File: src/rtl/karatsuba_divider.sv
// ----------------------------------------------------------------------------
// karatsuba_divider
//   Sequential restoring divider. Divides a 2*WIDTH-bit unsigned dividend by a
//   WIDTH-bit unsigned divisor and produces one quotient bit per clock. The
//   operand and result sides each use a valid/ready handshake, and only one
//   operation is in flight at a time.
//
//   Optional build macro: DIVIDER_EARLY_EXIT_EN
//     When defined, the leading zeros of the dividend are skipped at acceptance.
//     A zero dividend then completes straight away. Results are bit-identical
//     to the default build; only the latency changes.
//
// Ports
//   clk          rising-edge clock
//   rst_n        asynchronous active-low reset
//   in_valid     operands valid
//   in_ready     block can accept operands (high only in IDLE)
//   dividend     2*WIDTH-bit numerator
//   divisor      WIDTH-bit denominator
//   out_valid    result valid (high only in DONE)
//   out_ready    consumer accepts result
//   quotient     2*WIDTH-bit dividend / divisor (all ones on divide by zero)
//   remainder    WIDTH-bit dividend % divisor (dividend[WIDTH-1:0] on /0)
//   div_by_zero  result came from a divisor == 0 operation
// ----------------------------------------------------------------------------
module karatsuba_divider #(
    parameter int WIDTH = 128
) (
    input  logic                 clk,
    input  logic                 rst_n,
    input  logic                 in_valid,
    output logic                 in_ready,
    input  logic [2*WIDTH-1:0]   dividend,
    input  logic [WIDTH-1:0]     divisor,
    output logic                 out_valid,
    input  logic                 out_ready,
    output logic [2*WIDTH-1:0]   quotient,
    output logic [WIDTH-1:0]     remainder,
    output logic                 div_by_zero
);

    localparam int DW = 2 * WIDTH;
    localparam int CW = $clog2(DW + 1);

    localparam logic [1:0] S_IDLE = 2'd0;
    localparam logic [1:0] S_CALC = 2'd1;
    localparam logic [1:0] S_DONE = 2'd2;

    logic [1:0]       r_state;
    logic [DW-1:0]    r_dvd;       // dividend bits shift out the top, quotient bits shift in at the bottom
    logic [WIDTH-1:0] r_dvs;
    logic [WIDTH-1:0] r_rem;       // partial remainder is always < divisor, so WIDTH bits hold it
    logic [CW-1:0]    r_cnt;
    logic [DW-1:0]    r_quotient;
    logic [WIDTH-1:0] r_remainder;
    logic             r_dbz;

    logic [WIDTH:0]   w_partial;
    logic [WIDTH:0]   w_diff;
    logic             w_ge;
    logic [WIDTH-1:0] w_rem_next;
    logic [DW-1:0]    w_dvd_next;
    logic [CW-1:0]    w_last_cnt;

    // One restoring step. The partial value is below 2*divisor, so the sign
    // bit of the (WIDTH+1)-bit difference is exactly the "partial < divisor" flag.
    assign w_partial  = {r_rem, r_dvd[DW-1]};
    assign w_diff     = w_partial - {1'b0, r_dvs};
    assign w_ge       = ~w_diff[WIDTH];
    assign w_rem_next = w_ge ? w_diff[WIDTH-1:0] : w_partial[WIDTH-1:0];
    assign w_dvd_next = {r_dvd[DW-2:0], w_ge};

`ifdef DIVIDER_EARLY_EXIT_EN
    logic [CW-1:0] r_last;
    logic [CW-1:0] w_lz;
    logic [DW-1:0] w_dvd_init;
    logic [CW-1:0] w_last;
    logic          w_dvd_zero;

    // Leading-zero count: the highest set bit wins since it is assigned last.
    always_comb begin
        w_lz = CW'(DW);
        for (int i = 0; i < DW; i++) begin
            if (dividend[i]) w_lz = CW'(DW - 1 - i);
        end
    end

    assign w_dvd_init = dividend << w_lz;
    assign w_last     = CW'(DW) - w_lz - 1'b1;
    assign w_dvd_zero = (w_lz == CW'(DW));
    assign w_last_cnt = r_last;
`else
    assign w_last_cnt = CW'(DW - 1);
`endif

    always_ff @(posedge clk or negedge rst_n) begin
        if (!rst_n) begin
            r_state     <= S_IDLE;
            r_dvd       <= '0;
            r_dvs       <= '0;
            r_rem       <= '0;
            r_cnt       <= '0;
            r_quotient  <= '0;
            r_remainder <= '0;
            r_dbz       <= 1'b0;
`ifdef DIVIDER_EARLY_EXIT_EN
            r_last      <= '0;
`endif
        end else begin
            case (r_state)
                S_IDLE: begin
                    if (in_valid) begin
                        r_rem <= '0;
                        r_cnt <= '0;
                        r_dvs <= divisor;
                        if (divisor == '0) begin
                            r_quotient  <= '1;
                            r_remainder <= dividend[WIDTH-1:0];
                            r_dbz       <= 1'b1;
                            r_state     <= S_DONE;
                        end else begin
`ifdef DIVIDER_EARLY_EXIT_EN
                            if (w_dvd_zero) begin
                                r_quotient  <= '0;
                                r_remainder <= '0;
                                r_dbz       <= 1'b0;
                                r_state     <= S_DONE;
                            end else begin
                                r_dvd   <= w_dvd_init;
                                r_last  <= w_last;
                                r_state <= S_CALC;
                            end
`else
                            r_dvd   <= dividend;
                            r_state <= S_CALC;
`endif
                        end
                    end
                end
                S_CALC: begin
                    r_rem <= w_rem_next;
                    r_dvd <= w_dvd_next;
                    r_cnt <= r_cnt + 1'b1;
                    // Final step: publish its outcome directly into the result registers.
                    if (r_cnt == w_last_cnt) begin
                        r_quotient  <= w_dvd_next;
                        r_remainder <= w_rem_next;
                        r_dbz       <= 1'b0;
                        r_state     <= S_DONE;
                    end
                end
                S_DONE: begin
                    if (out_ready) r_state <= S_IDLE;
                end
                default: r_state <= S_IDLE;
            endcase
        end
    end

    assign in_ready    = (r_state == S_IDLE);
    assign out_valid   = (r_state == S_DONE);
    assign quotient    = r_quotient;
    assign remainder   = r_remainder;
    assign div_by_zero = r_dbz;

endmodule

File: config.mk
export PLATFORM = sky130hd
export DESIGN_NAME = karatsuba_divider
export DESIGN_NICKNAME = d
export VERILOG_FILES = /design/src/rtl/karatsuba_divider.sv
export SDC_FILE = /design/constraint.sdc
export NUM_CORES = 2
export LEC_CHECK = 0
export ABC_AREA = 1
export CAP_MARGIN = 20
export CORE_ASPECT_RATIO = 1.75
export CORE_MARGIN = 8
export CORE_UTILIZATION = 40
export CTS_CLUSTER_DIAMETER = 60
export CTS_CLUSTER_SIZE = 8
export DETAILED_ROUTE_END_ITERATION = 8
export PLACE_DENSITY = 0.61
export SYNTH_ARGS = -nofsm -noshare
export SYNTH_HDL_FRONTEND = slang
export SYNTH_SLANG_ARGS = --single-unit
File: constraint.sdc
create_clock -name clk -period 3.4 [get_ports clk]
set_input_delay 0.51 -clock clk [delete_from_list [all_inputs] [get_ports clk]]
set_output_delay 0.51 -clock clk [all_outputs]
set_load 0.005 [all_outputs]
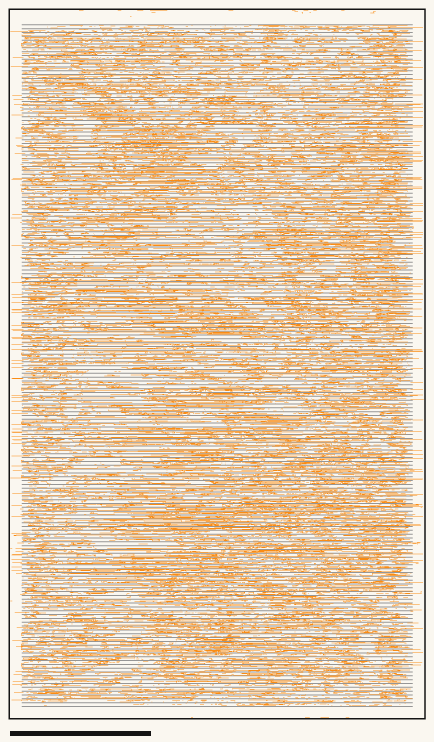
Fig. 1. Signal wires on met1.
Bar = 100 um. Supply wires on this layer in grey.
- main direction: horizontal
- nets with wire on the layer: 9220
- wire length on this layer: 90.6 mm
- share of all routed wire: 34%
- longest straight run: 115 um
routing usage on met1: 0.3545
via count: 55600
Total Routed Length: 264.4 mm

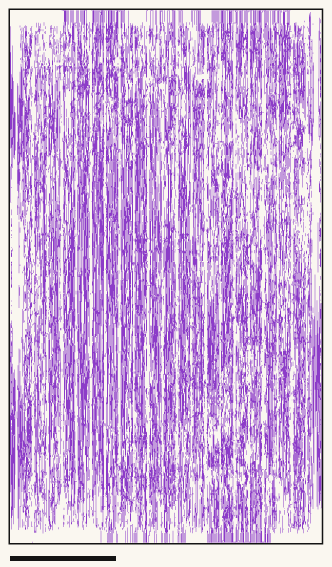
Fig. 2. Signal wires on met2.
Bar = 100 um.
- wire length on this layer: 134 mm
- longest straight run: 193 um
- nets with wire on the layer: 7677
- share of all routed wire: 51%
global routing met2 resource utilization: 0.6335

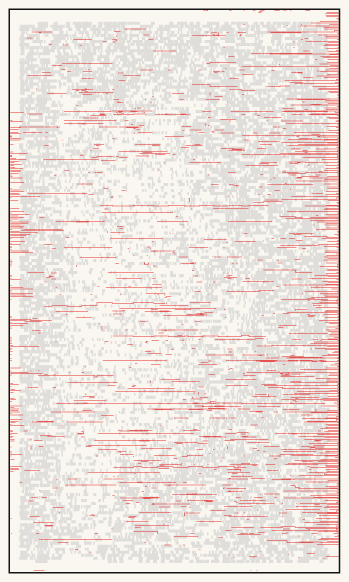
Fig. 3. The metal 3 layer.
Cells faint in the background.
- wire length on this layer: 15500 um
- longest straight run: 142 um
- main direction: horizontal
met3 capacity usage during global routing: 0.05993

==> summary.rpt <==
RUN STATUS
------------------------------------------------------------------------------------
Outcome ............................................................... finished with violations
Violations in the final reports ....................................... setup timing

LOGIC SYNTHESIS
------------------------------------------------------------------------------------
Instance count of the mapped netlist ..................................         7992
Synthesized area per cell .............................................    6.779 um2
Post-synthesis share of cell area spent on xor and xnor gates .........      0.01018
EDFF count, synth .....................................................            0
Number of warnings reported in the yosys synthesis log ................            0
Mapped Area ...........................................................    54180 um2
Count of unique library cells instantiated by Yosys ...................           37
Floorplan Nets ........................................................         8511
Dominant kind of combinational cell ................................... simple AND/OR/NAND/NOR gates
Share of flip-flops with an asynchronous set or reset after synthesis .        1.000
Area fraction in and, or, nand and nor cells after synthesis ..........       0.3180
Area leader, netlist ..................................................      dfrtp_1
Number of cells in Yosys stat .........................................         7992
YS chip area ..........................................................    54180 um2

ROUTING
------------------------------------------------------------------------------------
Vias per cell .........................................................        5.026
DRC violation total after the first TritonRoute iteration .............         3788
Met1 wire length ......................................................     90.55 mm
Post-DRT Antenna Nets .................................................            0
DRC Markers ...........................................................            0
Highest routed layer ..................................................         met5
Met3 wire length ......................................................     15.48 mm
Number of iterations in the first detailed-routing pass ...............            6

PWR
------------------------------------------------------------------------------------
Largest voltage drop on the vdd net ...................................  0.0008591 V
Share of total power in combinational logic ...........................        0.640
Switch Pwr ............................................................    0.04397 W
Main power-consuming group ............................................ combinational logic
Switching fraction of total power .....................................       0.4980
Power Dens Cells ......................................................  1213 nW/um2
Reported sequential group power .......................................     0.0192 W
Leakage dissipation ...................................................     37.78 nW

WORST SETUP PATH
------------------------------------------------------------------------------------
Kind of capture point of the worst setup path .........................     register
Critical Path Source .................................................. divisor[126]
Max FO, Critical Path .................................................           19
Reg2reg end ........................................................... remainder[118]
CP Depth ..............................................................           13
Startpoint class of the critical path .................................    input pin
Reg2reg setup slack ...................................................      0.14 ns
Capturing instance or port of the critical path ....................... remainder[53]
Crit path max-delay family ............................................ simple AND/OR/NAND/NOR gates
Worst Reg2Reg Path Length in Cells ....................................           19
Setup CP Type .........................................................    in -> reg
Data required time at the worst endpoint ..............................      4.08 ns
Cell Chain, Critical Path ............................................. clkdlybuf4s50_1 > nor4_2 > nand4_1 > nor2_1 > nand2_1 > nor2_2 > o21ai_4 > buf_4 > buf_4 > nor2_1 > nand3_1 > nand2_1 > inv_1
Critical path arrival .................................................      4.11 ns
Master of the slowest instance on the critical path ................... clkdlybuf4s50_1

PLACE
------------------------------------------------------------------------------------
Total placed cells including tap cells ................................        10880
Post-detailed-placement half-perimeter wirelength .....................     217.5 mm
Placed Area ...........................................................    68470 um2

CLOCK NETWORK
------------------------------------------------------------------------------------
Buffer type at the clock tree root ....................................    clkbuf_16
Number of gates given a new drive strength after cts ..................           11
Number of clock buffers inserted by TritonCTS .........................          133
Number of buffers between clock root and the deepest sink .............            3

STA
------------------------------------------------------------------------------------
Final hold violation count ............................................            0
Shortest clock period the worst path allows after layout ..............     3.427 ns
Worst path setup slack after routing ..................................  -0.02717 ns
Relative slew margins .................................................       0.3118
Final setup violation count ...........................................            2
Part of the cycle the worst path needs ................................        1.008

GRT
------------------------------------------------------------------------------------
Most heavily used metal layer in global routing .......................         met2
Wire length of the first global-routing pass ..........................     376.3 mm
Aggregate global-route resource usage .................................       0.3474

LAYOUT
------------------------------------------------------------------------------------
Synth-to-Final Area Change ............................................       34.39%
Flop area .............................................................    22720 um2
Fillers ...............................................................        13490
Fin util ..............................................................       0.5413
Nets@finish ...........................................................         9747
Gate Area .............................................................    24740 um2
Clock buffer count in the final layout ................................          135
Flop share of the area ................................................       0.3121

FLOW RUN
------------------------------------------------------------------------------------
Number of logged tool warnings ........................................           51
Count of maximum capacitance violations ...............................            0

FLOORPLAN
------------------------------------------------------------------------------------
Floorplan Core Area ...................................................   134500 um2
Die height ............................................................     502.9 um
Number of ports placed on the die boundary ............................          775
Core Rows .............................................................          178

Power and IR drop assume default switching activity.
